===== src/rtl/gen_pulse_window_if.sv =====
// Control/status bundle for gen_pulse_window: period tick, per-channel window config, pulse and status outputs.
// ch_pol_i is present only when GEN_PULSE_POLARITY_EN is defined.
interface gen_pulse_window_if #(
    parameter int unsigned NUM_CH = 4,
    parameter int unsigned CNT_W  = 24
);
    logic                      tick_in;
    logic                      mode_i;
    logic                      arm_i;
    logic [NUM_CH-1:0]         ch_en_i;
    logic [NUM_CH*CNT_W-1:0]   ch_offset_i;
    logic [NUM_CH*CNT_W-1:0]   ch_width_i;
    logic                      clr_ovr_i;
`ifdef GEN_PULSE_POLARITY_EN
    logic [NUM_CH-1:0]         ch_pol_i;
`endif
    logic [NUM_CH-1:0]         pulse_o;
    logic                      period_start_o;
    logic [CNT_W-1:0]          phase_o;
    logic                      busy_o;
    logic                      overrun_o;

    modport master (
        output tick_in, mode_i, arm_i, ch_en_i, ch_offset_i, ch_width_i, clr_ovr_i,
`ifdef GEN_PULSE_POLARITY_EN
        output ch_pol_i,
`endif
        input  pulse_o, period_start_o, phase_o, busy_o, overrun_o
    );

    modport slave (
        input  tick_in, mode_i, arm_i, ch_en_i, ch_offset_i, ch_width_i, clr_ovr_i,
`ifdef GEN_PULSE_POLARITY_EN
        input  ch_pol_i,
`endif
        output pulse_o, period_start_o, phase_o, busy_o, overrun_o
    );
endinterface


===== src/rtl/gen_pulse_window.sv =====
// Multi-channel periodic window generator: one (offset, width) window per channel per period.
// Optional per-channel output polarity under GEN_PULSE_POLARITY_EN.
module gen_pulse_window #(
    parameter int unsigned CLK_FREQ  = 100_000_000,
    parameter int unsigned TICK_FREQ = 100,
    parameter int unsigned EXT_TICK  = 1,
    parameter int unsigned NUM_CH    = 4,
    parameter int unsigned CNT_W     = 24
) (
    input logic               clk,
    input logic               rst_n,
    gen_pulse_window_if.slave bus
);

    localparam int unsigned PERIOD = CLK_FREQ / TICK_FREQ;
    localparam int unsigned DIV_W  = (PERIOD > 1) ? $clog2(PERIOD) : 1;
    localparam int unsigned EW     = CNT_W + 1;
    localparam logic [CNT_W-1:0] PH_MAX = '1;

    logic [DIV_W-1:0]        div_q;
    logic                    tick_q;
    logic                    evt_c;
    logic                    div_wrap_c;

    logic [NUM_CH-1:0]       en_q;
    logic [NUM_CH*CNT_W-1:0] off_q;
    logic [NUM_CH*CNT_W-1:0] wid_q;
    logic                    gen_q;
    logic                    armed_q;
    logic                    gen_c;

    logic [CNT_W-1:0]        phase_q;
    logic [CNT_W-1:0]        phase_nxt_c;
    logic [NUM_CH-1:0]       pulse_q;
    logic                    period_start_q;
    logic                    busy_q;
    logic                    ovr_q;
    logic                    pulse_on_c;

    logic [NUM_CH-1:0]       active_c;
    logic [EW-1:0]           max_end_c;
    logic [EW-1:0]           win_start_c;
    logic [EW-1:0]           win_end_c;

`ifdef GEN_PULSE_POLARITY_EN
    logic [NUM_CH-1:0]       pol_q;
`endif

    // Period event source; the unused source is constant-pruned.
    assign div_wrap_c = (div_q == DIV_W'(PERIOD - 1));
    assign evt_c      = (EXT_TICK != 0) ? (bus.tick_in & ~tick_q) : div_wrap_c;

    always_ff @(posedge clk) begin
        if (!rst_n) begin
            div_q  <= '0;
            tick_q <= 1'b0;
        end else begin
            tick_q <= bus.tick_in;
            div_q  <= div_wrap_c ? '0 : div_q + DIV_W'(1);
        end
    end

    // An event in one-shot mode generates if already armed or armed on that same cycle.
    assign gen_c = bus.mode_i ? (armed_q | bus.arm_i) : 1'b1;

    always_comb begin
        phase_nxt_c = phase_q;
        if (evt_c)
            phase_nxt_c = '0;
        else if (phase_q != PH_MAX)
            phase_nxt_c = phase_q + CNT_W'(1);
    end

    // Window compare is one bit wider so off+wid never wraps.
    always_comb begin
        active_c    = '0;
        max_end_c   = '0;
        win_start_c = '0;
        win_end_c   = '0;
        for (int i = 0; i < NUM_CH; i++) begin
            win_start_c = {1'b0, off_q[i*CNT_W +: CNT_W]};
            win_end_c   = win_start_c + {1'b0, wid_q[i*CNT_W +: CNT_W]};
            if (en_q[i]) begin
                active_c[i] = gen_q && ({1'b0, phase_q} >= win_start_c)
                                    && ({1'b0, phase_q} <  win_end_c);
                if (win_end_c > max_end_c)
                    max_end_c = win_end_c;
            end
        end
    end

`ifdef GEN_PULSE_POLARITY_EN
    assign pulse_on_c = |(pulse_q ^ pol_q);
`else
    assign pulse_on_c = |pulse_q;
`endif

    always_ff @(posedge clk) begin
        if (!rst_n) begin
            en_q           <= '0;
            off_q          <= '0;
            wid_q          <= '0;
            gen_q          <= 1'b0;
            armed_q        <= 1'b0;
            phase_q        <= '0;
            pulse_q        <= '0;
            period_start_q <= 1'b0;
            busy_q         <= 1'b0;
            ovr_q          <= 1'b0;
`ifdef GEN_PULSE_POLARITY_EN
            pol_q          <= '0;
`endif
        end else begin
            period_start_q <= evt_c;
            phase_q        <= phase_nxt_c;
            if (evt_c) begin
                en_q    <= bus.ch_en_i;
                off_q   <= bus.ch_offset_i;
                wid_q   <= bus.ch_width_i;
                gen_q   <= gen_c;
                armed_q <= bus.mode_i ? 1'b0 : (armed_q | bus.arm_i);
                busy_q  <= gen_c;
`ifdef GEN_PULSE_POLARITY_EN
                pol_q   <= bus.ch_pol_i;
                pulse_q <= bus.ch_pol_i;
`else
                pulse_q <= '0;
`endif
            end else begin
                if (bus.arm_i)
                    armed_q <= 1'b1;
                busy_q <= gen_q && ({1'b0, phase_nxt_c} <= max_end_c);
`ifdef GEN_PULSE_POLARITY_EN
                pulse_q <= active_c ^ pol_q;
`else
                pulse_q <= active_c;
`endif
            end
            // A new overrun wins over a simultaneous clear.
            if (evt_c && pulse_on_c)
                ovr_q <= 1'b1;
            else if (bus.clr_ovr_i)
                ovr_q <= 1'b0;
        end
    end

    assign bus.pulse_o        = pulse_q;
    assign bus.period_start_o = period_start_q;
    assign bus.phase_o        = phase_q;
    assign bus.busy_o         = busy_q;
    assign bus.overrun_o      = ovr_q;

endmodule


===== src/flat_wrapper.sv =====
// flat-port wrapper written by rule: the top's interface ports become plain ports
module gen_pulse_window_flat 
#(
    parameter int unsigned CLK_FREQ  = 100_000_000,
    parameter int unsigned TICK_FREQ = 100,
    parameter int unsigned EXT_TICK  = 1,
    parameter int unsigned NUM_CH    = 4,
    parameter int unsigned CNT_W     = 24
)
  (clk, rst_n, bus_tick_in, bus_mode_i, bus_arm_i, bus_ch_en_i, bus_ch_offset_i, bus_ch_width_i, bus_clr_ovr_i, bus_pulse_o, bus_period_start_o, bus_phase_o, bus_busy_o, bus_overrun_o);
  gen_pulse_window_if #(.NUM_CH(NUM_CH), .CNT_W(CNT_W)) bus_i ();
  input logic clk;
  input logic rst_n;
  input wire logic [$bits(bus_i.tick_in)-1:0] bus_tick_in;
  input wire logic [$bits(bus_i.mode_i)-1:0] bus_mode_i;
  input wire logic [$bits(bus_i.arm_i)-1:0] bus_arm_i;
  input wire logic [$bits(bus_i.ch_en_i)-1:0] bus_ch_en_i;
  input wire logic [$bits(bus_i.ch_offset_i)-1:0] bus_ch_offset_i;
  input wire logic [$bits(bus_i.ch_width_i)-1:0] bus_ch_width_i;
  input wire logic [$bits(bus_i.clr_ovr_i)-1:0] bus_clr_ovr_i;
  output wire logic [$bits(bus_i.pulse_o)-1:0] bus_pulse_o;
  output wire logic [$bits(bus_i.period_start_o)-1:0] bus_period_start_o;
  output wire logic [$bits(bus_i.phase_o)-1:0] bus_phase_o;
  output wire logic [$bits(bus_i.busy_o)-1:0] bus_busy_o;
  output wire logic [$bits(bus_i.overrun_o)-1:0] bus_overrun_o;
  assign bus_i.tick_in = bus_tick_in;
  assign bus_i.mode_i = bus_mode_i;
  assign bus_i.arm_i = bus_arm_i;
  assign bus_i.ch_en_i = bus_ch_en_i;
  assign bus_i.ch_offset_i = bus_ch_offset_i;
  assign bus_i.ch_width_i = bus_ch_width_i;
  assign bus_i.clr_ovr_i = bus_clr_ovr_i;
  assign bus_pulse_o = bus_i.pulse_o;
  assign bus_period_start_o = bus_i.period_start_o;
  assign bus_phase_o = bus_i.phase_o;
  assign bus_busy_o = bus_i.busy_o;
  assign bus_overrun_o = bus_i.overrun_o;
  gen_pulse_window #(.CLK_FREQ(CLK_FREQ), .TICK_FREQ(TICK_FREQ), .EXT_TICK(EXT_TICK), .NUM_CH(NUM_CH), .CNT_W(CNT_W)) u_core (.clk(clk), .rst_n(rst_n), .bus(bus_i));
endmodule

===== config.mk =====
export PLATFORM = sky130hd
export DESIGN_NAME = gen_pulse_window_flat
export DESIGN_NICKNAME = d
export VERILOG_FILES = /design/src/rtl/gen_pulse_window_if.sv /design/src/rtl/gen_pulse_window.sv /design/src/flat_wrapper.sv
export SDC_FILE = /design/constraint.sdc
export NUM_CORES = 1
export LEC_CHECK = 0
export CAP_MARGIN = 5
export CORE_MARGIN = 5
export CORE_UTILIZATION = 63
export DETAILED_ROUTE_END_ITERATION = 7
export PLACE_DENSITY = 0.88
export SLEW_MARGIN = 20
export SYNTH_ARGS = -nofsm -noshare
export SYNTH_HDL_FRONTEND = slang
export SYNTH_SLANG_ARGS = --single-unit

===== constraint.sdc =====
create_clock -name clk -period 17.3 [get_ports clk]
set_input_delay 1.73 -clock clk [delete_from_list [all_inputs] [get_ports clk]]
set_output_delay 1.73 -clock clk [all_outputs]
set_load 0.01 [all_outputs]

==> flow.log <==
[flow] final metrics
[metrics] Yosys reg bits: 230
[metrics] most used standard cells in the synthesized netlist: sky130_fd_sc_hd__nand2_1 (510), sky130_fd_sc_hd__ha_1 (384), sky130_fd_sc_hd__inv_1 (236)
[metrics] number of setup buffers added after CTS: 0
[metrics] number of max-cap violations: 0
[metrics] multiplexer area fraction after synthesis: 2.74%
[metrics] xor+xnor area frac: 3.95%
[metrics] number of buffers created by CTS: 25
[metrics] r2r endpoint: u_core.bus.busy_o
[metrics] fraction of the cycle the final worst path needs: 71.0%
[metrics] highest-power group: registers
[metrics] DRC viols: 0
[metrics] tally of clock buffers in the finished layout: 36
[metrics] Worst EP required: 17.78 ns
[metrics] share of the synthesized area in the top cell type: 22.6%
[metrics] share of flip-flops with an asynchronous set or reset: 0%
[metrics] final hold slack: 0.469 ns
[metrics] final setup TNS: 0 ns
[metrics] Routed Antenna Nets: 0
[metrics] cell class with the largest area share: combinational gates
[metrics] logic depth of the worst register-to-register path: 46
[metrics] net count reported at finish: 3536
[metrics] clock network power: 560 uW
[metrics] final max-slew violation count: 0
[metrics] boundary pin count: 233
[metrics] met3 wire length: 6.46 mm
[metrics] die y size: 194 um
[metrics] power drawn by the combinational cells: 512 uW
[metrics] FP Core Util: 63.6%
[metrics] nature of the critical path startpoint: flop
[metrics] number of gates resized after CTS: 0
[metrics] setup slack, reg-to-reg: 5.02 ns
[metrics] final global-route overflow total: 0
[metrics] power in sequential cells: 580 uW
[metrics] cell area after synthesis: 0.0213 mm^2
[metrics] TritonRoute pass-1 iters: 6
[metrics] share of total power consumed by net switching: 33.0%
[metrics] setup repair after global routing missed its margin: no
[metrics] final-report setup violation count: 0
[metrics] complex-gate fraction of the synthesized area: 23.2%
[metrics] DIE WIDTH: 194 um
[metrics] multi-input gate share of the layout cell area: 61.9%
[metrics] number of DRC markers after the initial detailed-route iteration: 1669
[metrics] yosys cell count: 2744
[metrics] IR Drop Worst-Case VDD: 0.0762 mV
[metrics] diodes inserted: 1
[metrics] met1 Track Usage GR: 43.7%
[metrics] relative area of clock buffers and inverters in the final design: 3.45%
[metrics] chip area in the Yosys report: 0.0213 mm^2
[metrics] Adder Area Share: 23.0%
[metrics] met1 wire length: 28.4 mm
[metrics] fraction of area in registers: 18.5%
[metrics] global route hottest layer: met2
[metrics] number of multi-input combinational cells: 2184
[metrics] logic depth of the worst path, buffers included: 46
[metrics] hold worst-path end: u_core.wid_q[75]
[metrics] hpwl dp: 55.2 mm
[metrics] met2 WL: 32.7 mm
[metrics] highest-count cells in the layout ignoring fill and taps: sky130_fd_sc_hd__nand2_1 (510), sky130_fd_sc_hd__ha_1 (384), sky130_fd_sc_hd__inv_1 (236), sky130_fd_sc_hd__clkdlybuf4s50_1 (231), sky130_fd_sc_hd__dfxtp_1 (230)
[metrics] cell with the most instances on the worst path: sky130_fd_sc_hd__ha_1
[metrics] number of port buffers: 232
[metrics] smallest setup slack after layout: 5.02 ns
[metrics] outcome: finished clean
[metrics] Non-CTS buffers: 268
[metrics] internal power consumption: 1.11 mW
[metrics] Yosys cell types: 79
[metrics] worst reg2reg startpoint: u_core.off_q[0]
[metrics] clk latency late pin: 0.56 ns
[metrics] number of synthesized flops with an enable pin: 0
[metrics] WP data arrival: 12.76 ns
[metrics] Avg Inst Size Synth: 7.76 um^2
[metrics] post-layout minimum cycle time: 12.28 ns
[metrics] top logic cell by instance count in the layout: sky130_fd_sc_hd__nand2_1
[metrics] Data buffer area share: 10.4%
[metrics] CP Capture Type: flop
### The metal 1 layer

Drawn at 2 px/um. Supply wires on this layer in gray.
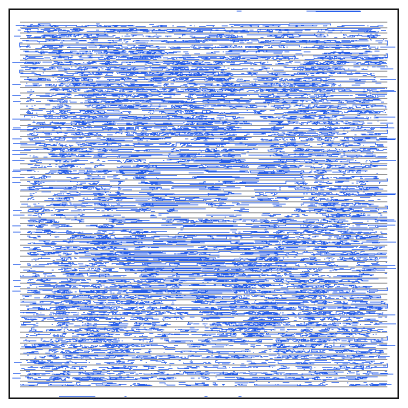
nets with wire on the layer: 3355
longest straight run: 54.0 um
share of all routed wire: 39%
wire length on this layer: 28.4 mm

### Signal wires on met2

Drawn at 1.5 px/um.
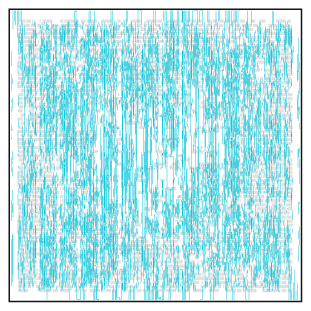
share of all routed wire: 45%
main direction: vertical
wire length on this layer: 32.7 mm
longest straight run: 75.1 um

### Met3 routing

Drawn at 2 px/um.
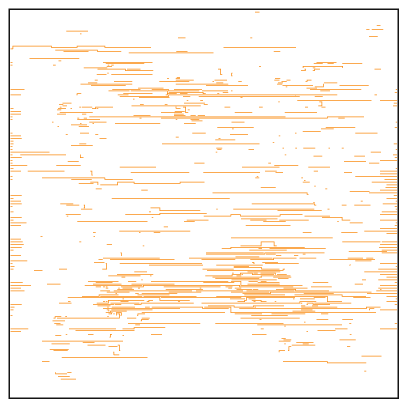
main direction: horizontal
wire length on this layer: 6460 um
share of all routed wire: 9.0%
Detailed Route WL: 71.9 mm
via count: 21200
routing usage on met3: 8.24%

### Metal 4

Drawn at 2 px/um. Supply wires on this layer in gray.
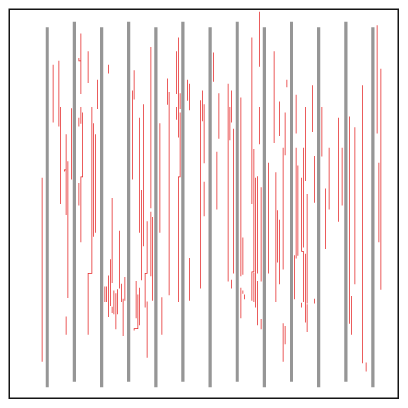
main direction: vertical
wire length on this layer: 4330 um
nets with wire on the layer: 92
longest straight run: 139 um
share of all routed wire: 6.0%

### Cell outlines without signal wires

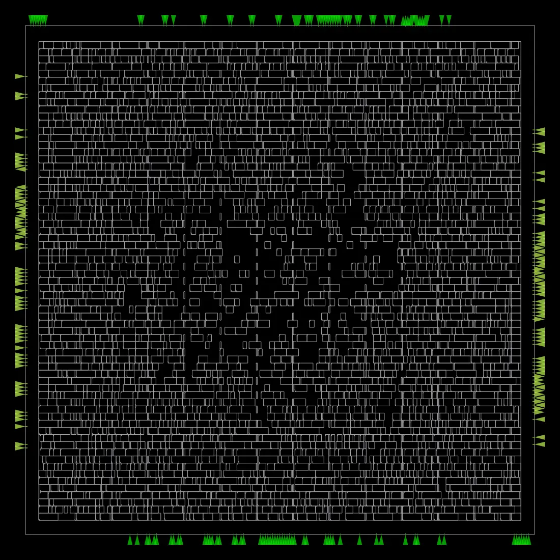
flip-flops: 230
post-route insts no fill: 3414
tap cells: 448
Placement Rows: 67

Power figures rest on the tool's default switching activity, not on a simulated workload.
